registers.png
Other sequential cells in the stronger grey, the rest of the logic in the fainter grey.
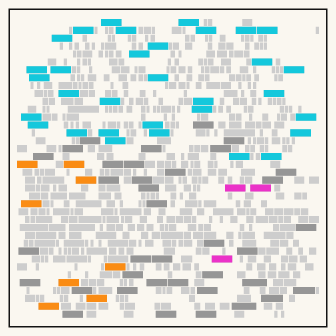
cell_classes.png
The bar under the picture is 20 microns long.
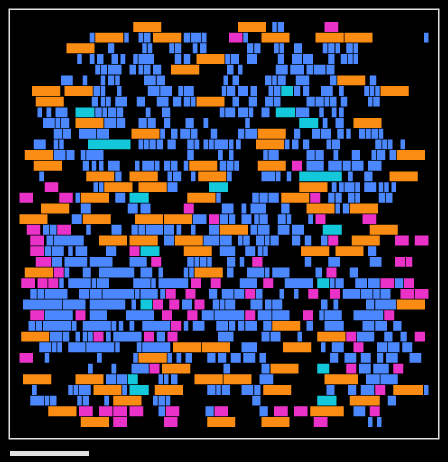
clock_map.png
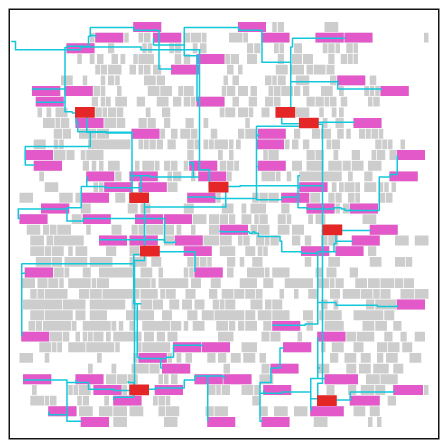
--- config.mk ---
export PLATFORM = sky130hd
export DESIGN_NAME = turn_sequencer_flat
export DESIGN_NICKNAME = d
export VERILOG_FILES = /design/src/rtl/turn_sequencer_if.sv /design/src/rtl/turn_sequencer.sv /design/src/flat_wrapper.sv
export SDC_FILE = /design/constraint.sdc
export NUM_CORES = 1
export LEC_CHECK = 0
export CAP_MARGIN = 5
export CORE_MARGIN = 2
export CORE_UTILIZATION = 45
export CTS_CLUSTER_DIAMETER = 100
export DETAILED_ROUTE_END_ITERATION = 10
export GPL_ROUTABILITY_DRIVEN = 0
export PLACE_DENSITY_LB_ADDON = 0.12
export SETUP_SLACK_MARGIN = 0.15
export SLEW_MARGIN = 20
export SYNTH_ARGS = -nofsm -noshare
export SYNTH_HDL_FRONTEND = slang
export SYNTH_SLANG_ARGS = --single-unit
--- constraint.sdc ---
create_clock -name clk -period 6.01 [get_ports clk]
set_input_delay 1.202 -clock clk [delete_from_list [all_inputs] [get_ports clk]]
set_output_delay 1.202 -clock clk [all_outputs]
set_load 0.02 [all_outputs]
--- src/rtl/turn_sequencer_if.sv ---
// turn_sequencer_if: roll/turn handshake and target-position bus between game logic and renderer
interface turn_sequencer_if;
  logic       roll_req;
  logic       dice_force_en;
  logic [2:0] dice_force_val;
  logic       turn_done;
  logic [9:0] player1_pos_x;
  logic [9:0] player2_pos_x;
  logic       pos_valid;
  logic       active_player;
  logic [2:0] dice_value;
  logic       game_over;
  logic       winner;
  modport master (
    input  roll_req, dice_force_en, dice_force_val, turn_done,
    output player1_pos_x, player2_pos_x, pos_valid, active_player, dice_value, game_over, winner
  );
  modport slave (
    output roll_req, dice_force_en, dice_force_val, turn_done,
    input  player1_pos_x, player2_pos_x, pos_valid, active_player, dice_value, game_over, winner
  );
endinterface

--- src/rtl/turn_sequencer.sv ---
// turn_sequencer: two-player board-game turn FSM with die LFSR, clamped moves, question-box bonus and win detect
module turn_sequencer #(
  parameter int         TILE_X0      = 20,
  parameter int         TILE_PITCH   = 60,
  parameter int         LAST_TILE    = 10,
  parameter int         QBOX_TILE    = 4,
  parameter int         QBOX_BONUS   = 2,
  parameter logic [7:0] LFSR_SEED    = 8'hA5,
  parameter int         TURN_TIMEOUT = 25_000_000
) (
  input logic              clk,
  input logic              rst,
  turn_sequencer_if.master bus
);
  typedef enum logic [2:0] {IDLE, ROLL, MOVE, WAIT_DONE, CHECK, NEXT, OVER} state_t;
  state_t      state, nstate;
  logic [7:0]  lfsr, tile1, tile2, cur_tile, sum, new_tile;
  logic [9:0]  x1, x2, new_x;
  logic [2:0]  dice, die;
  logic [31:0] cnt;
  logic        act, bonus, at_goal, take_bonus, timed_out, load;
  assign die        = bus.dice_force_en ? bus.dice_force_val : 3'(lfsr % 8'd6) + 3'd1;
  assign cur_tile   = act ? tile2 : tile1;
  assign sum        = cur_tile + (state == ROLL ? {5'd0, die} : 8'(QBOX_BONUS));
  assign new_tile   = sum > 8'(LAST_TILE) ? 8'(LAST_TILE) : sum;
  assign new_x      = 10'(TILE_X0 + TILE_PITCH * int'(new_tile));
  assign at_goal    = cur_tile == 8'(LAST_TILE);
  assign take_bonus = cur_tile == 8'(QBOX_TILE) && !bonus && !at_goal;
  assign timed_out  = (TURN_TIMEOUT != 0) && (cnt + 32'd1 >= 32'(TURN_TIMEOUT));
  // Position registers load on the edge into MOVE so they coincide with pos_valid
  assign load       = state == ROLL || (state == CHECK && take_bonus);
  always_ff @(posedge clk) begin
    if (rst) state <= IDLE;
    else     state <= nstate;
  end
  always_comb begin
    nstate = state;
    case (state)
      IDLE:      nstate = bus.roll_req ? ROLL : IDLE;
      ROLL:      nstate = MOVE;
      MOVE:      nstate = WAIT_DONE;
      WAIT_DONE: nstate = (bus.turn_done || timed_out) ? CHECK : WAIT_DONE;
      CHECK:     nstate = at_goal ? OVER : take_bonus ? MOVE : NEXT;
      NEXT:      nstate = IDLE;
      OVER:      nstate = OVER;
      default:   nstate = IDLE;
    endcase
  end
  always_comb begin
    bus.pos_valid = state == MOVE;
    bus.game_over = state == OVER;
    bus.winner    = state == OVER && act;
  end
  always_ff @(posedge clk) begin
    if (rst) begin
      lfsr  <= LFSR_SEED;
      tile1 <= '0;
      tile2 <= '0;
      x1    <= 10'(TILE_X0);
      x2    <= 10'(TILE_X0);
      dice  <= '0;
      act   <= 1'b0;
      bonus <= 1'b0;
      cnt   <= '0;
    end else begin
      lfsr <= {lfsr[6:0], lfsr[7] ^ lfsr[5] ^ lfsr[4] ^ lfsr[3]};
      if (load && act) begin
        tile2 <= new_tile;
        x2    <= new_x;
      end
      if (load && !act) begin
        tile1 <= new_tile;
        x1    <= new_x;
      end
      if (state == ROLL) dice <= die;
      if (state == CHECK && take_bonus) bonus <= 1'b1;
      if (state == CHECK && nstate == NEXT) begin
        act   <= ~act;
        bonus <= 1'b0;
      end
      cnt <= state == MOVE ? '0 : state == WAIT_DONE ? cnt + 32'd1 : cnt;
    end
  end
  assign bus.player1_pos_x = x1;
  assign bus.player2_pos_x = x2;
  assign bus.active_player = act;
  assign bus.dice_value    = dice;
endmodule

--- src/flat_wrapper.sv ---
// flat-port wrapper written by rule: the top's interface ports become plain ports
module turn_sequencer_flat 
#(
  parameter int         TILE_X0      = 20,
  parameter int         TILE_PITCH   = 60,
  parameter int         LAST_TILE    = 10,
  parameter int         QBOX_TILE    = 4,
  parameter int         QBOX_BONUS   = 2,
  parameter logic [7:0] LFSR_SEED    = 8'hA5,
  parameter int         TURN_TIMEOUT = 25_000_000
)
  (clk, rst, bus_roll_req, bus_dice_force_en, bus_dice_force_val, bus_turn_done, bus_player1_pos_x, bus_player2_pos_x, bus_pos_valid, bus_active_player, bus_dice_value, bus_game_over, bus_winner);
  turn_sequencer_if bus_i ();
  input logic clk;
  input logic rst;
  input wire logic [$bits(bus_i.roll_req)-1:0] bus_roll_req;
  input wire logic [$bits(bus_i.dice_force_en)-1:0] bus_dice_force_en;
  input wire logic [$bits(bus_i.dice_force_val)-1:0] bus_dice_force_val;
  input wire logic [$bits(bus_i.turn_done)-1:0] bus_turn_done;
  output wire logic [$bits(bus_i.player1_pos_x)-1:0] bus_player1_pos_x;
  output wire logic [$bits(bus_i.player2_pos_x)-1:0] bus_player2_pos_x;
  output wire logic [$bits(bus_i.pos_valid)-1:0] bus_pos_valid;
  output wire logic [$bits(bus_i.active_player)-1:0] bus_active_player;
  output wire logic [$bits(bus_i.dice_value)-1:0] bus_dice_value;
  output wire logic [$bits(bus_i.game_over)-1:0] bus_game_over;
  output wire logic [$bits(bus_i.winner)-1:0] bus_winner;
  assign bus_i.roll_req = bus_roll_req;
  assign bus_i.dice_force_en = bus_dice_force_en;
  assign bus_i.dice_force_val = bus_dice_force_val;
  assign bus_i.turn_done = bus_turn_done;
  assign bus_player1_pos_x = bus_i.player1_pos_x;
  assign bus_player2_pos_x = bus_i.player2_pos_x;
  assign bus_pos_valid = bus_i.pos_valid;
  assign bus_active_player = bus_i.active_player;
  assign bus_dice_value = bus_i.dice_value;
  assign bus_game_over = bus_i.game_over;
  assign bus_winner = bus_i.winner;
  turn_sequencer #(.TILE_X0(TILE_X0), .TILE_PITCH(TILE_PITCH), .LAST_TILE(LAST_TILE), .QBOX_TILE(QBOX_TILE), .QBOX_BONUS(QBOX_BONUS), .LFSR_SEED(LFSR_SEED), .TURN_TIMEOUT(TURN_TIMEOUT)) u_core (.clk(clk), .rst(rst), .bus(bus_i));
endmodule
==> deck_impl_summary.md <==
Physical Implementation Snapshot

Synth
  – Simple Share, Synth: 0.282
  – Synthesis Warnings: 0
  – Post-synth EDFFs: 0
  – Mapped Area: 4960 sq um
  – Post-synthesis mux area share: 0.0277
  – Adder Area Share: 0.0781
  – Most instantiated library cell after synthesis: dfxtp_1
  – Main flop type: dfxtp_1
  – Netlist cell types: 68
  – Yosys top cell by area: dfxtp_1
  – Average cell area after synthesis: 7.94 sq um
  – Synth Instances: 625
  – Synth Seq Share: 0.323
  – Cell count in the Yosys report: 625

Routing
  – Post-route DRC violation count: 0
  – DRT Pass-1 Iters: 4
  – DR vias/cell: 5.44
  – WL final: 11,900 microns
  – Via count: 4,480
  – Iteration-0 DRC Markers: 187
  – Antenna viol nets, final: 0
  – Wire length per cell: 14.5 microns

Min path
  – Worst hold endpoint: u_core.bus.player2_pos_x[6]
  – Hold Path Stages: 2
  – HP Start: u_core.bus.player2_pos_x[6]

Cells and area
  – ANT cells: 0
  – Area Growth Syn to Fin: 20.7%
  – Top logic cells by instance count in the layout: dfxtp_1 (76), nand2_1 (73), nor2_1 (66)
  – Dominant logic cell type in the layout: dfxtp_1
  – FILL cells: 1,030
  – Share of cells above drive strength 1: 0.162
  – Final core utilization: 0.555

Setup path
  – Max Fanout on Critical Path: 6
  – Worst Setup EP: u_core.bus.player2_pos_x[9]
  – CP Capture Type: flop
  – Cell family with most CP delay: AND-OR/OR-AND gates
  – Worst r2r src: u_core.lfsr[7]
  – CP startpoint: u_core.lfsr[7]
  – Stages on the worst setup path: 27
  – Slowest stage delay, CP: 0.53 ns
  – Req. time, crit path: 6.25 ns
  – Crit path DAT: 6.37 ns
  – Crit start category: flop
  – Worst r2r dst: u_core.bus.player2_pos_x[9]
  – Critical-path top delay cell: fa_1
  – Critical setup path kind: reg2reg

Final timing
  – Setup TNS: -0.351 ns
  – Tmin final: 6.13 ns
  – Max Fclk: 0.163 GHz
  – Final worst slack: -0.120 ns
  – Pins Over Slew Limit: 0
  – Max_slew headroom: 0.383
  – Worst Skew: 0.00866 ns
  – RSZ-0062 raised after global routing: true
  – Final setup fails: 4
  – Final period utilization: 1.02

Outcome
  – Status: finished with violations
  – Failing checks: negative setup slack

Floorplan
  – Fp util: 0.460
  – Die H: 109 microns
  – Chip area: 11,900 sq um
  – Core Box Area: 10,800 sq um

Clock network
  – Clock latency on the worst-skew pair: 0.37 ns
  – CTS max path bufs: 2
  – CTS root buf: clkbuf_8
  – Hold_buf cts: 0
  – Worst-path clk slew: 0.09 ns
  – Resized cells post-CTS: 14
  – TritonCTS Buffers: 9

Power and ir drop
  – Leak Pwr: 2.35 nW
  – PwrDens: 398 nW/um^2

Place
  – Hpwl dp: 8130 microns
  – Placed insts: 804
  – I/O Buffers: 30

Global routing
  – Number of global-route vias before repair: 4,340
  – Grt total ovfl: 0
  – First-pass GRT wire length: 20,400 microns
  – Initial antenna violation count: 0

Flow run
  – Max cap viols: 0
About registers.png:
Orange stands for u_core.bus.player2_pos_x, flops 8. Magenta stands for u_core.bus.dice_value, flops 3. Cyan stands for u_core.cnt, flops 32.
Another 37 sequential cells are not coloured.

About cell_classes.png:
Magenta stands for other buffers and delay cells, cells 75. Cyan stands for clock drivers and dummy loads, cells 16. Blue stands for all other logic, cells 513. Orange stands for flip-flops, cells 80.

About clock_map.png:
Red stands for cells driving clock nets, count 9. Magenta stands for flip-flops, count 80. Cyan stands for clock wires, length 1,240 microns.
Position of the flops: spread over the die. There are 10 routed clock nets.

power breakdown:
group	internal, W	switching, W	total (W)	leakage, nW
Sequential	0.000559	0.0000214	0.000580	0.650
Clock	0.000238	0.000228	0.000466	0.110
Combinational	0.000668	0.000673	0.00134	1.59
stage by stage:
stage          instance area [sq um]  worst slack [ns]  total power [W]
6_report                        5990            -0.120          0.00239
5_1_grt                         5990            -0.373          0.00255
4_1_cts                         5940            -0.163          0.00236
3_5_place_dp                    5640            -0.273          0.00175
3_3_place_gp                    5640            -0.171          0.00174
2_1_floorplan                   5070           -0.0994          0.00140
registers in the layout, indices dropped and copies added, names as in the netlist:
name / cells
u_core.bus.active_player: 1
u_core.state: 3
u_core.cnt: 32
u_core.bonus: 1
u_core.tile2: 8
u_core.tile1: 8
u_core.bus.dice_value: 3
u_core.bus.player2_pos_x: 8
u_core.lfsr: 8
u_core.bus.player1_pos_x: 8
metal layers:
layer | track usage | vias to the layer above | wire, microns
met5 | 0 | - | 0
met4 | 0.0888 | 0 | 167
met3 | 0.0353 | 10 | 374
met2 | 0.349 | 76 | 5450
met1 | 0.293 | 2112 | 5950
li1 | - | 2282 | -
final cells by class:
class | instances | area, sq um | share of cell area
multi-input cells | 485 | 3240 | 0.540
flip-flops and latches | 80 | 1610 | 0.269
repair buffers | 75 | 637 | 0.106
well taps | 140 | 175 | 0.0292
clock buffers | 9 | 124 | 0.0207
inverters | 28 | 108 | 0.0180
clock inverters | 7 | 103 | 0.0171
Power is estimated from default activity; no workload was simulated.
